**Run 1: PDN straps and rails**

Pins as bars on the die edge. Tap cells in gray.
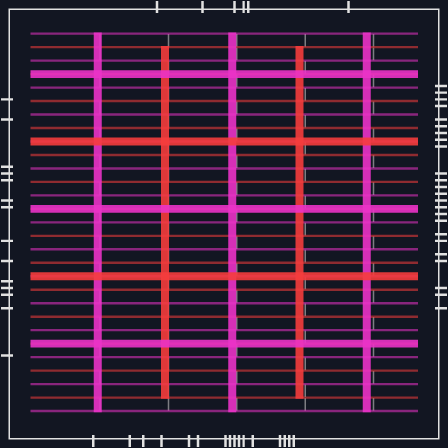
**Run 1: clock wires, drivers and flops**

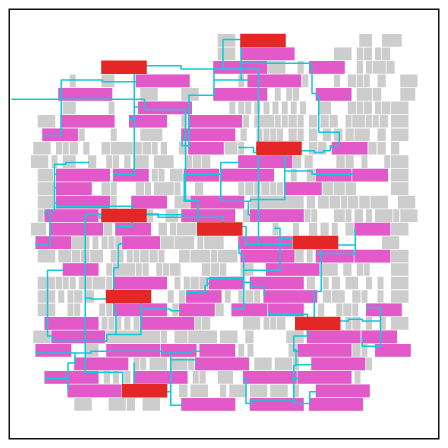
**Run 1: routing congestion map**

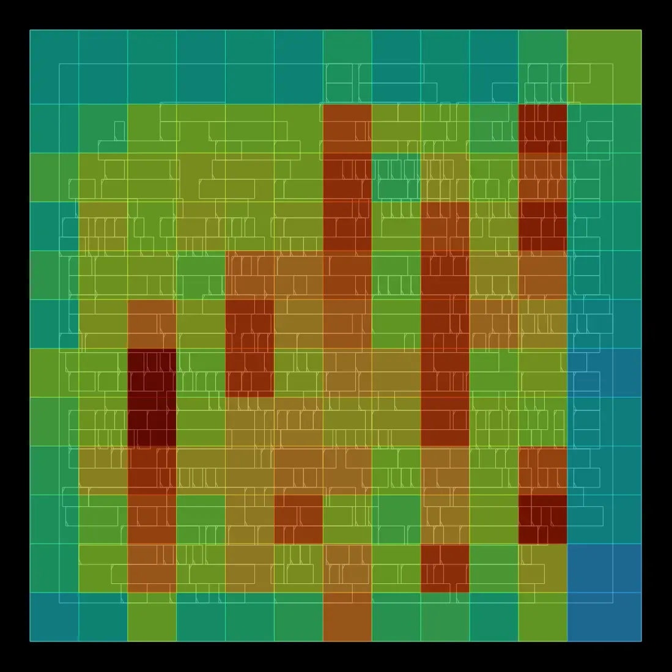
**Run 1: register map, names as in the netlist**

Other sequential cells in the stronger gray, the rest of the logic in the fainter gray.
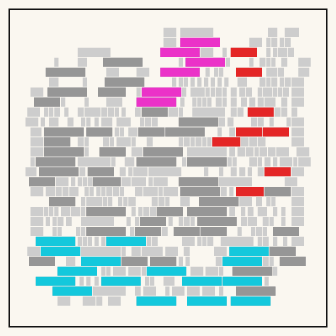
$ cat src/rtl/reg_write_arbiter_if.sv
// Writeback bundle between execute/memory, issue logic and the register-file write port.
// master = producers/issue side, slave = reg_write_arbiter.
interface reg_write_arbiter_if #(
  parameter int NREGS = 8,
  parameter int AW    = 3,
  parameter int DW    = 8
);
  logic             aluValid;
  logic             aluReady;
  logic [AW-1:0]    aluDest;
  logic [DW-1:0]    aluData;
  logic             ldValid;
  logic             ldReady;
  logic [AW-1:0]    ldDest;
  logic [DW-1:0]    ldData;
  logic             pendSet;
  logic [AW-1:0]    pendDest;
  logic [AW-1:0]    chkA;
  logic [AW-1:0]    chkB;
  logic             stall;
  logic             rfWrite;
  logic [AW-1:0]    rfAddr;
  logic [DW-1:0]    rfData;
  logic [NREGS-1:0] pending;
  logic             idle;

  modport master (
    output aluValid, aluDest, aluData, ldValid, ldDest, ldData,
           pendSet, pendDest, chkA, chkB,
    input  aluReady, ldReady, stall, rfWrite, rfAddr, rfData, pending, idle
  );

  modport slave (
    input  aluValid, aluDest, aluData, ldValid, ldDest, ldData,
           pendSet, pendDest, chkA, chkB,
    output aluReady, ldReady, stall, rfWrite, rfAddr, rfData, pending, idle
  );
endinterface

$ cat src/rtl/reg_write_arbiter.sv
// Round-robin merge of ALU and load writebacks onto one register-file write port; push at edge k writes at k+1.
// Each source has a DEPTH-entry FIFO; ready drops when its FIFO is full (no bypass), plus a load-pending scoreboard.
module reg_write_arbiter #(
  parameter int NREGS = 8,
  parameter int AW    = 3,
  parameter int DW    = 8,
  parameter int DEPTH = 2
) (
  input logic                clock,
  input logic                resetN,
  reg_write_arbiter_if.slave bus
);
  localparam int PW = (DEPTH > 1) ? $clog2(DEPTH) : 1;
  localparam int CW = $clog2(DEPTH + 1);
  localparam logic [PW-1:0] LASTPTR = PW'(DEPTH - 1);
  localparam logic [CW-1:0] FULLCNT = CW'(DEPTH);

  localparam logic [0:0] GRANT_ALU = 1'b0;
  localparam logic [0:0] GRANT_LD  = 1'b1;

  logic [AW-1:0]    aluDestMem [DEPTH];
  logic [DW-1:0]    aluDataMem [DEPTH];
  logic [AW-1:0]    ldDestMem  [DEPTH];
  logic [DW-1:0]    ldDataMem  [DEPTH];
  logic [PW-1:0]    aluWrPtr, aluRdPtr, ldWrPtr, ldRdPtr;
  logic [CW-1:0]    aluCount, ldCount;
  logic             aluReadyInt, ldReadyInt;
  logic             aluPush, ldPush;
  logic             aluHas, ldHas;
  logic             grantAlu, grantLd;
  logic [0:0]       lastGrant;
  logic [AW-1:0]    aluHeadDest, ldHeadDest;
  logic [DW-1:0]    aluHeadData, ldHeadData;
  logic [NREGS-1:0] pendingQ, pendingNext;
  logic             rfWriteQ;
  logic [AW-1:0]    rfAddrQ;
  logic [DW-1:0]    rfDataQ;

  function automatic logic [PW-1:0] nextPtr(input logic [PW-1:0] p);
    return (p == LASTPTR) ? '0 : p + 1'b1;
  endfunction

  assign aluReadyInt = (aluCount != FULLCNT);
  assign ldReadyInt  = (ldCount != FULLCNT);
  assign aluPush     = bus.aluValid && aluReadyInt;
  assign ldPush      = bus.ldValid && ldReadyInt;
  assign aluHas      = (aluCount != '0);
  assign ldHas       = (ldCount != '0);

  assign aluHeadDest = aluDestMem[aluRdPtr];
  assign aluHeadData = aluDataMem[aluRdPtr];
  assign ldHeadDest  = ldDestMem[ldRdPtr];
  assign ldHeadData  = ldDataMem[ldRdPtr];

  // Under contention the source that did not win last time gets the port.
  assign grantAlu = aluHas && (!ldHas || (lastGrant == GRANT_LD));
  assign grantLd  = ldHas && !grantAlu;

  always_comb begin
    pendingNext = pendingQ;
    if (grantLd) begin
      pendingNext[ldHeadDest] = 1'b0;
    end
    // A newly issued load to the same register outranks the retiring one.
    if (bus.pendSet) begin
      pendingNext[bus.pendDest] = 1'b1;
    end
  end

  always_ff @(posedge clock) begin
    if (aluPush) begin
      aluDestMem[aluWrPtr] <= bus.aluDest;
      aluDataMem[aluWrPtr] <= bus.aluData;
    end
    if (ldPush) begin
      ldDestMem[ldWrPtr] <= bus.ldDest;
      ldDataMem[ldWrPtr] <= bus.ldData;
    end
  end

  always_ff @(posedge clock) begin
    if (!resetN) begin
      aluWrPtr  <= '0;
      aluRdPtr  <= '0;
      aluCount  <= '0;
      ldWrPtr   <= '0;
      ldRdPtr   <= '0;
      ldCount   <= '0;
      lastGrant <= GRANT_LD;
      pendingQ  <= '0;
      rfWriteQ  <= 1'b0;
      rfAddrQ   <= '0;
      rfDataQ   <= '0;
    end else begin
      if (aluPush) begin
        aluWrPtr <= nextPtr(aluWrPtr);
      end
      if (grantAlu) begin
        aluRdPtr <= nextPtr(aluRdPtr);
      end
      aluCount <= aluCount + CW'(aluPush) - CW'(grantAlu);

      if (ldPush) begin
        ldWrPtr <= nextPtr(ldWrPtr);
      end
      if (grantLd) begin
        ldRdPtr <= nextPtr(ldRdPtr);
      end
      ldCount <= ldCount + CW'(ldPush) - CW'(grantLd);

      // Only a contended grant moves the round-robin pointer.
      if (aluHas && ldHas) begin
        lastGrant <= grantAlu ? GRANT_ALU : GRANT_LD;
      end

      pendingQ <= pendingNext;
      rfWriteQ <= grantAlu || grantLd;
      if (grantAlu) begin
        rfAddrQ <= aluHeadDest;
        rfDataQ <= aluHeadData;
      end else if (grantLd) begin
        rfAddrQ <= ldHeadDest;
        rfDataQ <= ldHeadData;
      end
    end
  end

  assign bus.aluReady = aluReadyInt;
  assign bus.ldReady  = ldReadyInt;
  assign bus.stall    = pendingQ[bus.chkA] | pendingQ[bus.chkB];
  assign bus.rfWrite  = rfWriteQ;
  assign bus.rfAddr   = rfAddrQ;
  assign bus.rfData   = rfDataQ;
  assign bus.pending  = pendingQ;
  assign bus.idle     = !aluHas && !ldHas && !rfWriteQ;
endmodule

$ cat src/flat_wrapper.sv
// flat-port wrapper written by rule: the top's interface ports become plain ports
module reg_write_arbiter_flat 
#(
  parameter int NREGS = 8,
  parameter int AW    = 3,
  parameter int DW    = 8,
  parameter int DEPTH = 2
)
  (clock, resetN, bus_aluValid, bus_aluDest, bus_aluData, bus_ldValid, bus_ldDest, bus_ldData, bus_pendSet, bus_pendDest, bus_chkA, bus_chkB, bus_aluReady, bus_ldReady, bus_stall, bus_rfWrite, bus_rfAddr, bus_rfData, bus_pending, bus_idle);
  reg_write_arbiter_if #(.NREGS(NREGS), .AW(AW), .DW(DW)) bus_i ();
  input logic clock;
  input logic resetN;
  input wire logic [$bits(bus_i.aluValid)-1:0] bus_aluValid;
  input wire logic [$bits(bus_i.aluDest)-1:0] bus_aluDest;
  input wire logic [$bits(bus_i.aluData)-1:0] bus_aluData;
  input wire logic [$bits(bus_i.ldValid)-1:0] bus_ldValid;
  input wire logic [$bits(bus_i.ldDest)-1:0] bus_ldDest;
  input wire logic [$bits(bus_i.ldData)-1:0] bus_ldData;
  input wire logic [$bits(bus_i.pendSet)-1:0] bus_pendSet;
  input wire logic [$bits(bus_i.pendDest)-1:0] bus_pendDest;
  input wire logic [$bits(bus_i.chkA)-1:0] bus_chkA;
  input wire logic [$bits(bus_i.chkB)-1:0] bus_chkB;
  output wire logic [$bits(bus_i.aluReady)-1:0] bus_aluReady;
  output wire logic [$bits(bus_i.ldReady)-1:0] bus_ldReady;
  output wire logic [$bits(bus_i.stall)-1:0] bus_stall;
  output wire logic [$bits(bus_i.rfWrite)-1:0] bus_rfWrite;
  output wire logic [$bits(bus_i.rfAddr)-1:0] bus_rfAddr;
  output wire logic [$bits(bus_i.rfData)-1:0] bus_rfData;
  output wire logic [$bits(bus_i.pending)-1:0] bus_pending;
  output wire logic [$bits(bus_i.idle)-1:0] bus_idle;
  assign bus_i.aluValid = bus_aluValid;
  assign bus_i.aluDest = bus_aluDest;
  assign bus_i.aluData = bus_aluData;
  assign bus_i.ldValid = bus_ldValid;
  assign bus_i.ldDest = bus_ldDest;
  assign bus_i.ldData = bus_ldData;
  assign bus_i.pendSet = bus_pendSet;
  assign bus_i.pendDest = bus_pendDest;
  assign bus_i.chkA = bus_chkA;
  assign bus_i.chkB = bus_chkB;
  assign bus_aluReady = bus_i.aluReady;
  assign bus_ldReady = bus_i.ldReady;
  assign bus_stall = bus_i.stall;
  assign bus_rfWrite = bus_i.rfWrite;
  assign bus_rfAddr = bus_i.rfAddr;
  assign bus_rfData = bus_i.rfData;
  assign bus_pending = bus_i.pending;
  assign bus_idle = bus_i.idle;
  reg_write_arbiter #(.NREGS(NREGS), .AW(AW), .DW(DW), .DEPTH(DEPTH)) u_core (.clock(clock), .resetN(resetN), .bus(bus_i));
endmodule
$ cat config.mk
export PLATFORM = sky130hd
export DESIGN_NAME = reg_write_arbiter_flat
export DESIGN_NICKNAME = d
export VERILOG_FILES = /design/src/rtl/reg_write_arbiter_if.sv /design/src/rtl/reg_write_arbiter.sv /design/src/flat_wrapper.sv
export SDC_FILE = /design/constraint.sdc
export NUM_CORES = 1
export LEC_CHECK = 0
export ABC_AREA = 1
export ABC_CLOCK_PERIOD_IN_PS = 1900
export CAP_MARGIN = 30
export CORE_MARGIN = 4
export CORE_UTILIZATION = 52
export CTS_BUF_LIST = sky130_fd_sc_hd__clkbuf_16
export CTS_CLUSTER_DIAMETER = 200
export DETAILED_ROUTE_END_ITERATION = 12
export GPL_TIMING_DRIVEN = 0
export PLACE_DENSITY = 0.8
export SLEW_MARGIN = 5
export SYNTH_ARGS = -nofsm -noshare
export SYNTH_HDL_FRONTEND = slang
export SYNTH_SLANG_ARGS = --single-unit
$ cat constraint.sdc
create_clock -name clock -period 1.9 [get_ports clock]
set_input_delay 0.475 -clock clock [delete_from_list [all_inputs] [get_ports clock]]
set_output_delay 0.475 -clock clock [all_outputs]
set_load 0.01 [all_outputs]
==> reports/qor.txt, run 1 <==
outcome: complete, no violations
Core Box Area: 0.005956 sq mm
tool warning count: 26
P_leak: 1.739 nW
Synth Area in Adders: 1.175%
final hold violations: 0
Int Power: 4.092 mW
Power Sequential: 2.25 mW
clock network fraction of total power: 28.2%
cell type with the largest total area: edfxtp_1
CTS max path bufs: 2
met2 routed WL: 3636 um
Main power group: sequential cells
Tightest Pin Transition: 0.4249 ns
Met1 Routed Length: 2897 um
hold depth: 2
worst skew pair latency: 0.33 ns
HP Class: reg -> reg
crit path DAT: 1.36 ns
Clock Pin Slew Worst Setup and Hold Paths: 0.06 ns
Worst Path Required: 1.42 ns
wire length on met3: 489 um
Layout area overhead: 32.24%
post-synth cell types: 26
Synth Area in XOR/XNOR: 0.2742%
Post-CTS Setup Inserts: 2
io pins: 60
placed cell area: 0.003876 sq mm
dpl hpwl: 5039 um
clock root cell: clkbuf_16
vias per inst: 5.317
DR WL/cell: 14.64 um
delay-heaviest family, CP: buffers and inverters
-- 'PDN straps and rails' (at the start) --
| color | net |
|---|---|
| magenta | VSS |
| red | VDD |
tap cells: 75
rows: 28

-- 'clock wires, drivers and flops' (at the start) --
[magenta] flip-flops | count: 75
[red] clock-net drivers | count: 9
[cyan] clock wires | length: 879 um
flops lie: widely spread
routed clock nets: 10

-- 'routing congestion map' (at the start) --
met3 Usage GRT: 5.608%
met2 GRT Util: 36.09%
met1 GRT Util: 23.46%
final core occ: 70.92%
GR Util All Layers: 20.54%

-- 'register map, names as in the netlist' (at the start) --
| color | name in the netlist | flops |
|---|---|---|
| red | u_core.bus.pending | 8 |
| cyan | u_core.aluDataMem | 16 |
| magenta | u_core.ldDestMem | 6 |

==> run 1: final cells by class <==
type | count | area [sq um]
Sequential cell | 75 | 1947
Fill cell | 466 | 1732
Multi-Input combinational cell | 217 | 1062
Timing Repair Buffer | 64 | 610.6
Clock buffer | 9 | 225.2
Inverter | 36 | 135.1
Tap cell | 75 | 93.84
Clock inverter | 7 | 83.83
Buffer | 9 | 66.31
==> run 1: flip-flops by register name (all words and copies together) (netlist names), named ones only <==
name                flops
u_core.lastGrant        1
u_core.bus.rfAddr       3
u_core.ldWrPtr          1
u_core.ldRdPtr          1
u_core.ldDataMem       16
u_core.bus.rfData       8
u_core.aluRdPtr         1
u_core.ldDestMem        6
u_core.bus.pending      8
u_core.aluCount         2
u_core.aluDataMem      16
u_core.ldCount          2
u_core.aluWrPtr         1
u_core.aluDestMem       6
u_core.bus.rfWrite      1
==> run 1: stage by stage <==
step / hold WS (ns) / utilization, %
2_1_floorplan: 0.4258 / -
3_3_place_gp: 0.4364 / 64.96
3_5_place_dp: 0.4417 / 65.08
4_1_cts: 0.4516 / 70.27
5_1_grt: 0.4669 / 70.92
6_report: 0.4483 / 70.92
==> run 1: cell usage after synthesis (all sizes together) <==
cell type / instances
nand4: 9
inv: 35
a21oi: 22
o21ai: 37
clkbuf: 1
o21bai: 5
o211ai: 5
clkinv: 1
nand3: 16
xnor2: 1
edfxtp: 44
a21o: 1
nand2: 82
ha: 3
dfxtp: 31
buf: 8
nor2: 36
==> run 1: cell usage in the layout, fill, tap and decap left out, types with 9 or more instances in the layout <==
master            n
nand4_1           9
inv_1            34
nand2_1          81
nor2_1           31
a21oi_1          20
clkdlybuf4s50_1  50
o21ai_0          28
clkbuf_16         9
nand3_1          16
edfxtp_1         44
dfxtp_1          27
**Run 1: placement by cell class**

The bar under the picture is 20 um long.
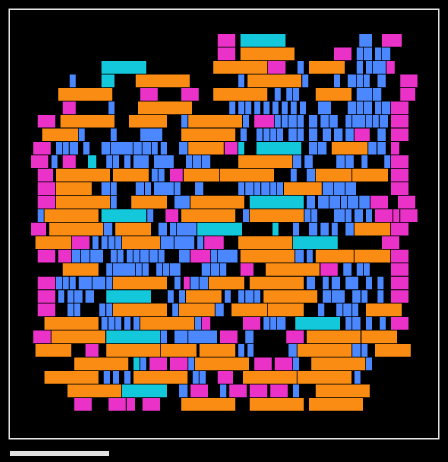

## Run 2: what changed since run 1
--- a/config.mk
+++ b/config.mk
@@ -8,14 +8,15 @@
 export ABC_AREA = 1
 export ABC_CLOCK_PERIOD_IN_PS = 1900
 export CAP_MARGIN = 30
+export CELL_PAD_IN_SITES_DETAIL_PLACEMENT = 0
+export CELL_PAD_IN_SITES_GLOBAL_PLACEMENT = 1
 export CORE_MARGIN = 4
-export CORE_UTILIZATION = 52
+export CORE_UTILIZATION = 39
 export CTS_BUF_LIST = sky130_fd_sc_hd__clkbuf_16
 export CTS_CLUSTER_DIAMETER = 200
 export DETAILED_ROUTE_END_ITERATION = 12
 export GPL_TIMING_DRIVEN = 0
-export PLACE_DENSITY = 0.8
-export SLEW_MARGIN = 5
+export PLACE_DENSITY_LB_ADDON = 0.1
 export SYNTH_ARGS = -nofsm -noshare
 export SYNTH_HDL_FRONTEND = slang
 export SYNTH_SLANG_ARGS = --single-unit
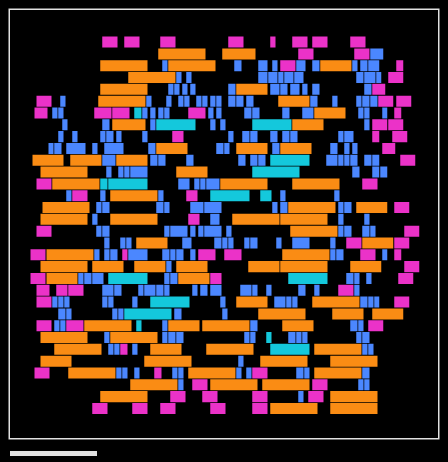
**Above:** run 2 (placement by cell class).
The bar under the picture is 20 um long.
| color | class | cells |
|---|---|---|
| magenta | remaining buffers and delay cells | 73 |
| orange | sequential cells | 75 |
| blue | remaining logic cells | 253 |
| cyan | clock drivers and dummy loads | 16 |

==> run 2 against run 1 <==
  * Wire length is 0.65% lower
  * Sequential share of layout area fell by 0.37 points
  * Cell area up 0.68%
  * Clock skew about the same
  * Fmax grew 0.13%
  * Largest cell class unchanged
==> reports/qor.txt, run 2 <==
ys async rst share: 0%
Largest regs: u_core.aluDataMem x16, u_core.ldDataMem x16
largest net degree at the start of global routing: 14
synthesized cell area: 0.003194 sq mm
P_leak: 1.739 nW
vias per inst: 4.800
crit path DAT: 1.35 ns
top cells by count: 81 x nand2_1, 44 x edfxtp_1, 34 x inv_1
Int Power: 4.085 mW
Initial DRC Count: 55
Core Box Area: 0.007848 sq mm
clock network fraction of total power: 28.4%
initial antenna violation count: 0
Commonest flop: edfxtp_1
Yosys top cell by instances: nand2_1
Worst Path Required: 1.42 ns
Power Density: 1453 mW/mm^2
Logic power comb: 2.18 mW
tool warning count: 26
Layout area overhead: 33.14%
placed cell area: 0.003936 sq mm
Tightest Pin Transition: 0.4594 ns
post-synth cell types: 26
P_clk: 1.76 mW
dpl hpwl: 5251 um
outcome: complete, no violations
HP Class: reg -> reg
Top cells excl fill/tap: 81 x nand2_1, 50 x clkdlybuf4s50_1, 44 x edfxtp_1
Clock Pin Slew Worst Setup and Hold Paths: 0.06 ns
clock root cell: clkbuf_16
DR WL/cell: 13.79 um
Power Sequential: 2.25 mW
io pins: 60
flip-flops with a built-in enable: 44
cell type with the largest total area: edfxtp_1
GR Util All Layers: 15.20%
delay-heaviest family, CP: buffers and inverters
layout cells sized above 1: 10.79%
crit-path max FO: 4
final hold violations: 0
Min Hold Slack: 0.4497 ns
CTS max path bufs: 2
final core occ: 54.19%
Main power group: sequential cells
==> run 2: cell types whose count changed in the layout (fill, tap and decap cells not counted), moves of 2 or more <==
cell     change
dfxtp_1      +2
buf_4        -3
buf_6        +3
dfxtp_2      -2
==> run 2: area by class of cell <==
cell class	count	area, sq um
multi-input cells	217	1057
fillers	723	3595
clock inverters	7	85.08
clock buffers	9	225.2
inverters	36	135.1
well taps	102	127.6
flip-flops and latches	75	1944
plain buffers	9	66.31
repair buffers	64	611.8
==> run 2: cell families after synthesis <==
logic type | share of synthesized area (%)
xor+xnor | 0.2742
simple gates | 19.39
fa+ha+maj | 1.175
flops | 60.79
compound gates | 12.06
buf+inv | 6.306
==> run 2: final timing paths <==
check | to | cells past startpoint | slack [ns]
worst min register to register | u_core.bus.rfData[7]$_SDFFE_PN0P_ | 2 | 0.45
worst max-delay path | bus_pending[1] | 1 | 0.07
worst max register to register | u_core.ldCount[1]$_SDFF_PN0_ | 9 | 0.18
worst min-delay path | u_core.bus.rfData[7]$_SDFFE_PN0P_ | 2 | 0.45
==> run 2: metal layers <==
layer	GRT usage, %	wire, um
met3	3.539	320
met1	20.48	3465
met5	0	0
met2	23.92	3261
met4	5.672	110
==> run 2: through the flow <==
stage	worst slack [ns]	TNS (ns)
4_1_cts	0.01581	0
3_3_place_gp	-0.6594	-14.88
3_5_place_dp	-0.6877	-4.567
6_report	0.07000	0
5_1_grt	0.0009797	0
2_1_floorplan	0.3456	0
==> run 2: what timing repair did <==
| item | in CTS | in global routing |
|---|---|---|
| resized | 20 | 6 |
| buffers inserted | 2 | 0 |
| pin swaps | 3 | 0 |
| endpoints found under the setup margin | 4 | 3 |
Power figures rest on the tool's default switching activity, not on a simulated workload.
